==> src/rtl/enabled_register.sv <==
// enabled_register: single-stage, clock-enabled, synchronously resettable
// storage register. It is the basic state element for datapath and control
// flops in pipeline blocks such as the skid buffer.
//
// Optional build macro: REGISTER_FORMAL_EN compiles in formal properties
// (assertions plus one cover). The default build contains only the
// register itself. Ports and behaviour are the same in both builds.
module enabled_register #(
  parameter int unsigned             WORD_WIDTH  = 8,
  parameter logic [WORD_WIDTH-1:0]   RESET_VALUE = {WORD_WIDTH{1'b0}}
) (
  input  logic                  clk,
  input  logic                  reset,
  input  logic                  clk_en,
  input  logic [WORD_WIDTH-1:0] i_data,
  output logic [WORD_WIDTH-1:0] o_data
);

  // Storage flop. The declaration initialiser gives it a defined power-up
  // value before the first reset; parents such as the skid buffer ready
  // flop depend on starting at RESET_VALUE.
  logic [WORD_WIDTH-1:0] data_p1 = RESET_VALUE;

  // Capture stage: reset wins over enable, otherwise load on enable, else
  // hold. With clk_en low, i_data is never sampled, so X values on i_data
  // cannot reach the flop.
  always_ff @(posedge clk) begin
    if (reset) begin
      data_p1 <= RESET_VALUE;
    end else if (clk_en) begin
      data_p1 <= i_data;
    end
  end

  // The output is the flop itself; there is no combinational path from
  // any input to o_data.
  assign o_data = data_p1;

`ifdef REGISTER_FORMAL_EN
  // Becomes 1 after the first edge, so that $past values are meaningful.
  logic past_valid = 1'b0;

  // Track whether at least one clock edge has occurred.
  always_ff @(posedge clk) begin
    past_valid <= 1'b1;
  end

  // Before any edge, the register must already hold RESET_VALUE.
  always_comb begin
    if (!past_valid) begin
      assert (o_data == RESET_VALUE);
    end
  end

  // Reset in the previous cycle forces RESET_VALUE.
  property p_reset_load;
    @(posedge clk) past_valid && $past(reset) |-> (o_data == RESET_VALUE);
  endproperty
  a_reset_load: assert property (p_reset_load);

  // Enable without reset captures the previous i_data.
  property p_enable_load;
    @(posedge clk) past_valid && !$past(reset) && $past(clk_en)
      |-> (o_data == $past(i_data));
  endproperty
  a_enable_load: assert property (p_enable_load);

  // No reset and no enable leaves the value untouched.
  property p_hold;
    @(posedge clk) past_valid && !$past(reset) && !$past(clk_en)
      |-> $stable(o_data);
  endproperty
  a_hold: assert property (p_hold);

  // Reach a capture of a nonzero word that is then held for a cycle.
  property p_capture_then_hold;
    @(posedge clk) past_valid && !reset && clk_en && (i_data != '0)
      ##1 !reset && !clk_en ##1 (o_data != '0);
  endproperty
  c_capture_then_hold: cover property (p_capture_then_hold);
`endif

endmodule

==> config.mk <==
export PLATFORM = sky130hd
export DESIGN_NAME = enabled_register
export DESIGN_NICKNAME = d
export VERILOG_FILES = /design/src/rtl/enabled_register.sv
export SDC_FILE = /design/constraint.sdc
export NUM_CORES = 1
export LEC_CHECK = 0
export ABC_CLOCK_PERIOD_IN_PS = 800
export CORE_AREA = 2 2 39 41
export DETAILED_ROUTE_END_ITERATION = 10
export DIE_AREA = 0 0 41 43
export GPL_ROUTABILITY_DRIVEN = 0
export PLACE_DENSITY_LB_ADDON = 0.08
export SETUP_SLACK_MARGIN = 0.1
export SLEW_MARGIN = 10
export SYNTH_ARGS = -nofsm -noshare
export SYNTH_HDL_FRONTEND = slang
export SYNTH_SLANG_ARGS = --single-unit
==> constraint.sdc <==
create_clock -name clk -period 0.8 [get_ports clk]
set_input_delay 0.12 -clock clk [delete_from_list [all_inputs] [get_ports clk]]
set_output_delay 0.12 -clock clk [all_outputs]
set_load 0.05 [all_outputs]
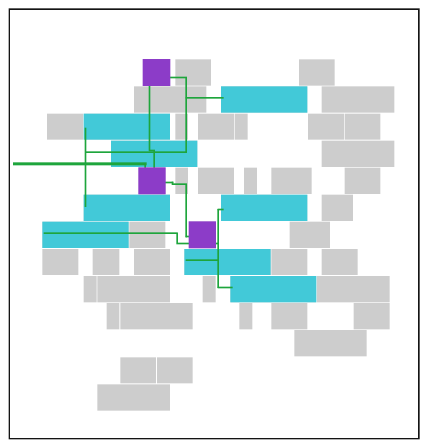
(images/clock_wires.png)
- clock wires: green (length 96.3 µm)
- clock-net drivers: purple (count 3)
- flip-flops: cyan (count 8)
- routed clock nets: 4

==> results.tsv <==
metric	value	unit
cpPeakStageDelay	0.35	ns
tightest_slew	0.152	ns
rrSetupSlack	0.15	ns
min_path_type	in -> reg	
place_hpwl	561	µm
p_leak	0.273	nW
synthToLayoutAreaGrowth	121	%
cp_slowest_cell	dfxtp_4	
largest_area_cell	dfxtp_1	
syn_inst	26	
numCtsBuffers	3	
grt_pass1_vias	255	
register_area	190	µm²
final_max_slew_viol_count	0	
drt_iter0_markers	0	
drive_gt1_share	45.8	%
drv_cap	0	
period_needed	0.857	ns
ys_sh_xor	0	%
worst_ep_arrival_time	0.74	ns
status	complete, but fails checks	
holdPathStages	4	
synth_warnings	0	
place_area	603	µm²
setup_viol	8	
final.setup.worst_slack	-0.0572	ns
ys_sh_simple	10.5	%
drt-wirelength-per-cell	11.3	µm
finalHoldViolCount	0	
critPathMaxFanout	2	
violations	negative setup slack	
io_pins	19	
clock-root-buffer	clkbuf_4	
grt_pass1_wl	1.10	mm
compound_area_share	0	%
cts_max_level	1	
rows	14	
topCellsByArea	dfxtp_1 56%, mux2i_1 28%, nor2_1 11%	
vias	256	
comb_area	110	µm²
die-area	1760	µm²
fin_skew	0	ns
final_cell_area	632	µm²
top_area_share	56.1	%
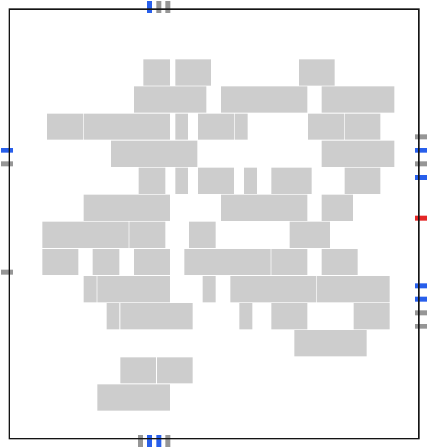
(images/pinout.png)
Pins as bars across the die edge, other pins in grey.
- `clk_en`: red (pins 1; direction input; edge east)
- `i_data`: blue (pins 8; direction input; edge 4 east, 2 south, 1 west, 1 north)
- all pins by edge: 9 east, 4 south, 3 west, 3 north

-- final cells by class --
| class | count | area share, % |
|---|---|---|
| flip-flops and latches | 8 | 30.1 |
| well taps | 16 | 3.17 |
| clock buffers | 3 | 3.56 |
| repair buffers | 21 | 45.7 |
| multi-input cells | 16 | 17.4 |
-- layer usage --
| metal | part of all wire [%] | wire length, µm | GRT usage [%] | vias to the layer above |
|---|---|---|---|---|
| met5 | 0 | 0 | 0 | - |
| met4 | 0 | 0 | 6.00 | 0 |
| met3 | 9.7 | 70 | 1.57 | 0 |
| met2 | 48 | 349 | 14.1 | 12 |
| met1 | 42 | 304 | 11.8 | 113 |
| li1 | - | - | - | 131 |
-- synth_stat cells --
library cell	count
buf_6	1
dfxtp_1	8
nor2_1	8
buf_1	1
mux2i_1	8
-- worst paths after layout --
| path | start | end |
|---|---|---|
| setup / recovery | o_data[5] | o_data[5] |
| hold / removal | clk_en | o_data[0] |
| setup reg to reg | o_data[3] | o_data[3] |
| hold reg to reg | o_data[0] | o_data[0] |
-- worst register-to-register path: cells and delay by family, from the launching register on --
kind             cells  cell delay, ns
DFF                  1            0.35
muxes                1            0.15
and+or+nand+nor      1            0.05
-- power by group through the flow --
stage               sequential, mW  combinational, mW  clock [mW]
floorplan                    0.517             0.0504           0
global placement             0.445              0.288           0
detailed placement           0.448              0.292           0
CTS                          0.439              0.296       0.310
global route                 0.441              0.307       0.334
finish                       0.439              0.294       0.291
-- cells by family after synthesis --
kind of cell           after synthesis
buffers and inverters                2
flip-flops                           8
multiplexers                         8
AND/OR/NAND/NOR                      8
-- cell usage in the layout, fill, tap and decap left out --
cell type,synthesis,routed
clkdlybuf4s50_1,0,9
mux2i_1,8,8
nor2_1,8,8
dfxtp_4,0,8
buf_12,0,8
clkbuf_4,0,3
buf_6,1,2
dlygate4sd2_1,0,1
buf_4,0,1
-- stage by stage --
step	power, mW	worst slack [ns]	instances
finish	1.02	-0.0572	64
global route	1.08	-0.0828	64
CTS	1.05	-0.0690	64
detailed placement	0.740	-0.322	61
global placement	0.734	-0.293	61
floorplan	0.568	0.126	26
Power figures rest on the tool's default switching activity, not on a simulated workload.
